<file path="config.mk">
export PLATFORM = sky130hd
export DESIGN_NAME = btn_conditioner_flat
export DESIGN_NICKNAME = d
export VERILOG_FILES = /design/src/rtl/btn_pkg.sv /design/src/rtl/btn_conditioner_if.sv /design/src/rtl/sync_2ff.sv /design/src/rtl/btn_conditioner.sv /design/src/flat_wrapper.sv
export SDC_FILE = /design/constraint.sdc
export NUM_CORES = 1
export LEC_CHECK = 0
export CAP_MARGIN = 15
export CORE_MARGIN = 4
export CORE_UTILIZATION = 45
export CTS_CLUSTER_DIAMETER = 100
export DETAILED_ROUTE_END_ITERATION = 16
export GPL_TIMING_DRIVEN = 0
export PLACE_DENSITY_LB_ADDON = 0.1
export RECOVER_POWER = 100
export SLEW_MARGIN = 25
export SYNTH_ARGS = -nofsm -noshare
export SYNTH_HDL_FRONTEND = slang
export SYNTH_HIERARCHICAL = 1
export SYNTH_SLANG_ARGS = --single-unit
</file>
<file path="constraint.sdc">
create_clock -name clk -period 6.6 [get_ports clk]
set_clock_uncertainty 0.05 [all_clocks]
set_input_delay 0.99 -clock clk [delete_from_list [all_inputs] [get_ports clk]]
set_output_delay 0.99 -clock clk [all_outputs]
set_load 0.005 [all_outputs]
</file>
<file path="src/rtl/btn_pkg.sv">
// Shared types and default timing constants for the pushbutton conditioner.
package btn_pkg;

    // Debounce / hold FSM states.
    typedef enum logic [2:0] {
        StIdle,
        StDbPress,
        StPressed,
        StLong,
        StDbRelease
    } btn_state_e;

    // Default cycle counts for a 100 MHz system clock.
    localparam int unsigned DebounceCyclesDefault = 1000000;   // 10 ms
    localparam int unsigned HoldCyclesDefault     = 100000000; // 1 s
    localparam int unsigned RepeatCyclesDefault   = 25000000;  // 4 Hz

    // Counter width for a count of n cycles; never narrower than one bit.
    function automatic int unsigned cnt_width(input int unsigned n);
        return (n > 1) ? $clog2(n) : 1;
    endfunction

endpackage

</file>
<file path="src/rtl/btn_conditioner_if.sv">
// Conditioned-button bundle: raw button in, debounced level and event pulses out.
interface btn_conditioner_if;
    logic btn_in;
    logic btn_level;
    logic btn_press;
    logic btn_release;
    logic btn_hold;
    logic btn_repeat;

    // Consumer / stimulus side.
    modport master (
        output btn_in,
        input  btn_level,
        input  btn_press,
        input  btn_release,
        input  btn_hold,
        input  btn_repeat
    );

    // Conditioner side.
    modport slave (
        input  btn_in,
        output btn_level,
        output btn_press,
        output btn_release,
        output btn_hold,
        output btn_repeat
    );
endinterface

</file>
<file path="src/rtl/sync_2ff.sv">
// Two-flop synchronizer with synchronous active-high reset.
module sync_2ff (
    input  logic clk,
    input  logic rst,
    input  logic d_i,
    output logic q_o
);

    logic meta_q;
    logic sync_q;

    // Shift the asynchronous input through two flops.
    always_ff @(posedge clk) begin
        if (rst) begin
            meta_q <= 1'b0;
            sync_q <= 1'b0;
        end else begin
            meta_q <= d_i;
            sync_q <= meta_q;
        end
    end

    assign q_o = sync_q;

endmodule

</file>
<file path="src/rtl/btn_conditioner.sv">
// Pushbutton conditioner: synchronizer, counter debounce, press/release pulses,
// long-press detection and optional auto-repeat.
// Optional feature macro: BTN_REPEAT_EN (defined -> btn_repeat pulses while
// long-pressed; undefined -> btn_repeat tied low and the repeat counter is absent).
module btn_conditioner
    import btn_pkg::*;
#(
    parameter int unsigned DEBOUNCE_CYCLES = DebounceCyclesDefault,
    parameter int unsigned HOLD_CYCLES     = HoldCyclesDefault,
    parameter int unsigned REPEAT_CYCLES   = RepeatCyclesDefault
) (
    input  logic               clk,
    input  logic               rst,
    btn_conditioner_if.slave   bus_io
);

    localparam int unsigned DW = cnt_width(DEBOUNCE_CYCLES);
    localparam int unsigned HW = cnt_width(HOLD_CYCLES);
    localparam logic [DW-1:0] DcntMax = DW'(DEBOUNCE_CYCLES - 1);
    localparam logic [HW-1:0] HcntMax = HW'(HOLD_CYCLES - 1);

    // Reject zero cycle counts at elaboration.
    if (DEBOUNCE_CYCLES < 1 || HOLD_CYCLES < 1 || REPEAT_CYCLES < 1) begin : gen_bad_params
        $error("btn_conditioner: cycle counts must be >= 1");
    end

    logic       s;
    btn_state_e state_q, state_d;
    logic [DW-1:0] dcnt_q, dcnt_d;
    logic [HW-1:0] hcnt_q, hcnt_d;
    logic level_q, level_d;
    logic press_q, press_d;
    logic release_q, release_d;
    logic hold_q, hold_d;

`ifdef BTN_REPEAT_EN
    localparam int unsigned RW = cnt_width(REPEAT_CYCLES);
    localparam logic [RW-1:0] RcntMax = RW'(REPEAT_CYCLES - 1);
    logic [RW-1:0] rcnt_q, rcnt_d;
    logic repeat_q, repeat_d;
`endif

    sync_2ff u_sync (
        .clk (clk),
        .rst (rst),
        .d_i (bus_io.btn_in),
        .q_o (s)
    );

    // State, counters and registered outputs; reset wins over everything.
    always_ff @(posedge clk) begin
        if (rst) begin
            state_q   <= StIdle;
            dcnt_q    <= '0;
            hcnt_q    <= '0;
            level_q   <= 1'b0;
            press_q   <= 1'b0;
            release_q <= 1'b0;
            hold_q    <= 1'b0;
`ifdef BTN_REPEAT_EN
            rcnt_q    <= '0;
            repeat_q  <= 1'b0;
`endif
        end else begin
            state_q   <= state_d;
            dcnt_q    <= dcnt_d;
            hcnt_q    <= hcnt_d;
            level_q   <= level_d;
            press_q   <= press_d;
            release_q <= release_d;
            hold_q    <= hold_d;
`ifdef BTN_REPEAT_EN
            rcnt_q    <= rcnt_d;
            repeat_q  <= repeat_d;
`endif
        end
    end

    // Next-state logic; pulses default low so they last exactly one cycle.
    always_comb begin
        state_d   = state_q;
        dcnt_d    = dcnt_q;
        hcnt_d    = hcnt_q;
        level_d   = level_q;
        press_d   = 1'b0;
        release_d = 1'b0;
        hold_d    = hold_q;
`ifdef BTN_REPEAT_EN
        rcnt_d    = rcnt_q;
        repeat_d  = 1'b0;
`endif
        unique case (state_q)
            StIdle: begin
                if (s) begin
                    state_d = StDbPress;
                    dcnt_d  = '0;
                end
            end
            StDbPress: begin
                if (!s) begin
                    state_d = StIdle;
                end else if (dcnt_q == DcntMax) begin
                    state_d = StPressed;
                    level_d = 1'b1;
                    press_d = 1'b1;
                    hcnt_d  = '0;
                end else begin
                    dcnt_d = dcnt_q + 1'b1;
                end
            end
            StPressed: begin
                if (!s) begin
                    // hcnt is left untouched so a release bounce resumes timing.
                    state_d = StDbRelease;
                    dcnt_d  = '0;
                end else if (hcnt_q == HcntMax) begin
                    state_d  = StLong;
                    hold_d   = 1'b1;
`ifdef BTN_REPEAT_EN
                    repeat_d = 1'b1;
                    rcnt_d   = '0;
`endif
                end else begin
                    hcnt_d = hcnt_q + 1'b1;
                end
            end
            StLong: begin
                if (!s) begin
                    state_d = StDbRelease;
                    dcnt_d  = '0;
                end
`ifdef BTN_REPEAT_EN
                else if (rcnt_q == RcntMax) begin
                    repeat_d = 1'b1;
                    rcnt_d   = '0;
                end else begin
                    rcnt_d = rcnt_q + 1'b1;
                end
`endif
            end
            StDbRelease: begin
                if (s) begin
                    // Bounce: go back to where we came from, counters resume.
                    state_d = hold_q ? StLong : StPressed;
                end else if (dcnt_q == DcntMax) begin
                    state_d   = StIdle;
                    level_d   = 1'b0;
                    hold_d    = 1'b0;
                    release_d = 1'b1;
                end else begin
                    dcnt_d = dcnt_q + 1'b1;
                end
            end
            default: state_d = StIdle;
        endcase
    end

    assign bus_io.btn_level   = level_q;
    assign bus_io.btn_press   = press_q;
    assign bus_io.btn_release = release_q;
    assign bus_io.btn_hold    = hold_q;
`ifdef BTN_REPEAT_EN
    assign bus_io.btn_repeat  = repeat_q;
`else
    assign bus_io.btn_repeat  = 1'b0;
`endif

endmodule
</file>
<file path="src/flat_wrapper.sv">
// flat-port wrapper written by rule: the top's interface ports become plain ports
module btn_conditioner_flat import btn_pkg::*;
#(
    parameter int unsigned DEBOUNCE_CYCLES = DebounceCyclesDefault,
    parameter int unsigned HOLD_CYCLES     = HoldCyclesDefault,
    parameter int unsigned REPEAT_CYCLES   = RepeatCyclesDefault
)
  (clk, rst, bus_io_btn_in, bus_io_btn_level, bus_io_btn_press, bus_io_btn_release, bus_io_btn_hold, bus_io_btn_repeat);
  btn_conditioner_if bus_io_i ();
  input  logic clk;
  input  logic rst;
  input wire logic [$bits(bus_io_i.btn_in)-1:0] bus_io_btn_in;
  output wire logic [$bits(bus_io_i.btn_level)-1:0] bus_io_btn_level;
  output wire logic [$bits(bus_io_i.btn_press)-1:0] bus_io_btn_press;
  output wire logic [$bits(bus_io_i.btn_release)-1:0] bus_io_btn_release;
  output wire logic [$bits(bus_io_i.btn_hold)-1:0] bus_io_btn_hold;
  output wire logic [$bits(bus_io_i.btn_repeat)-1:0] bus_io_btn_repeat;
  assign bus_io_i.btn_in = bus_io_btn_in;
  assign bus_io_btn_level = bus_io_i.btn_level;
  assign bus_io_btn_press = bus_io_i.btn_press;
  assign bus_io_btn_release = bus_io_i.btn_release;
  assign bus_io_btn_hold = bus_io_i.btn_hold;
  assign bus_io_btn_repeat = bus_io_i.btn_repeat;
  btn_conditioner #(.DEBOUNCE_CYCLES(DEBOUNCE_CYCLES), .HOLD_CYCLES(HOLD_CYCLES), .REPEAT_CYCLES(REPEAT_CYCLES)) u_core (.clk(clk), .rst(rst), .bus_io(bus_io_i));
endmodule
</file>
Routing congestion:
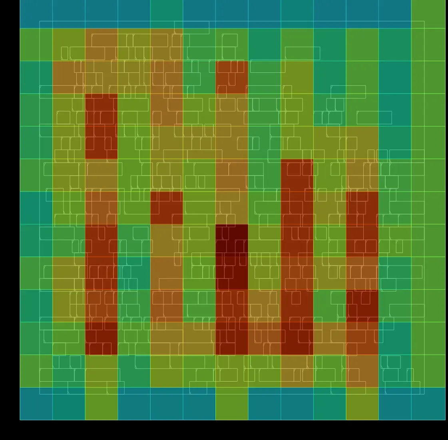
GR Layer Usage met1: 25.21%
Layout Utilization: 50.54%

M4 wires:
Drawn at 4 px/um. Supply wires on this layer in grey.
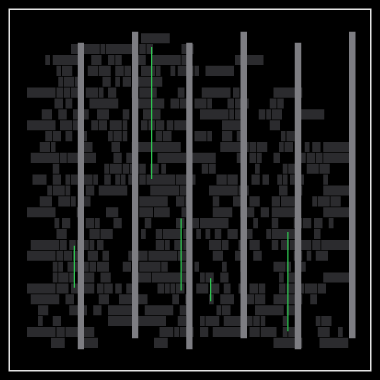
The longest straight run is 32.6 um. The layer carries 90.4 um of wire. 5 nets have wire on it. The wires run mostly vertical. The layer holds 1.2% of the routed length.
drt total wl: 7454 um
via count: 2910

==> metrics.cfg <==
[synth]
async_reset_ff_share_pct = 0
syn_inst = 374
synth.cellmix.xorXnorShare_pct = 2.026
syn_area_per_cell_um2 = 8.093
topCellsByArea = dfxtp_1 (37%), nand2_1 (5.0%), nand3_1 (4.8%), a21oi_1 (4.1%), a31oi_1 (3.7%)
synth_cell_types = 61
yosysMostFrequentCell = dfxtp_1
synth-warning-count = 6

[setup_path]
cp-startpoint = rst
path_class = in2reg
cp.arrival_ns = 3.23
crit_path_max_fanout = 10
r2r_slack_ns = 3.59
cp-start-kind = input pin
max_stage_delay_ns = 0.66
path_cells = dlygate4sd3_1 -> inv_1 -> and2_1 -> clkbuf_1 -> clkbuf_1 -> o31a_1 -> a21oi_1 -> o21ai_0
path_buffers = 4

[grt]
grt_max_degree = 18
gr-usage-all-layers_pct = 19.02

[clocking]
clk_pin_slew_ns = 0.10
holdBufCountCts = 0
clockRootBuffer = clkbuf_8
cts_buffers = 5
cts_tree = done
insertion_delay_ns = 0.31

[sta]
tns_ns = 0
worst_pin_slew_ns = 1.309
fin_ws_ns = 3.571
relSlewSlack_pct = 11.96
fmax_mhz = 330.1

[power_and_ir_drop]
clkPwrFrac_pct = 35.2
top_power_group = registers
p_seq_share_pct = 61.0
comb_power_w = 0.0000211
p_sw_w = 0.0001268

[final_layout]
sh_comb_area_pct = 53.86
antenna_cells = 0
clkCellAreaFrac_pct = 3.007
largestClassByArea = multi-input combinational cells
sh_seq_area_pct = 34.54
area_share_nonclk_buffers_pct = 4.819

[die]
tap_cells = 77
io_pins = 8
die-area_um2 = 8102

[hold_path]
worst_hold_startpoint = u_core/u_sync/meta_q$_SDFF_PP0_

[detailed_routing]
drc = 0

[outcome]
status = completed

-- metal layers --
layer | track usage [%] | part of all wire [%]
met5 | 0 | 0
met4 | 6.122 | 1.2
met3 | 3.422 | 4.3
met2 | 31.30 | 48
met1 | 25.21 | 46
-- state kept, by name, indices dropped and copies added, names as in the netlist --
| name | count |
|---|---|
| u_core/hcnt_q | 27 |
| u_core/dcnt_q | 20 |
| u_core/state_q | 3 |
| u_core/bus_io.btn_hold | 1 |
| u_core/bus_io.btn_level | 1 |
| u_core/bus_io.btn_press | 1 |
| u_core/bus_io.btn_release | 1 |
| u_core/u_sync/meta_q | 1 |
| u_core/u_sync/q_o | 1 |
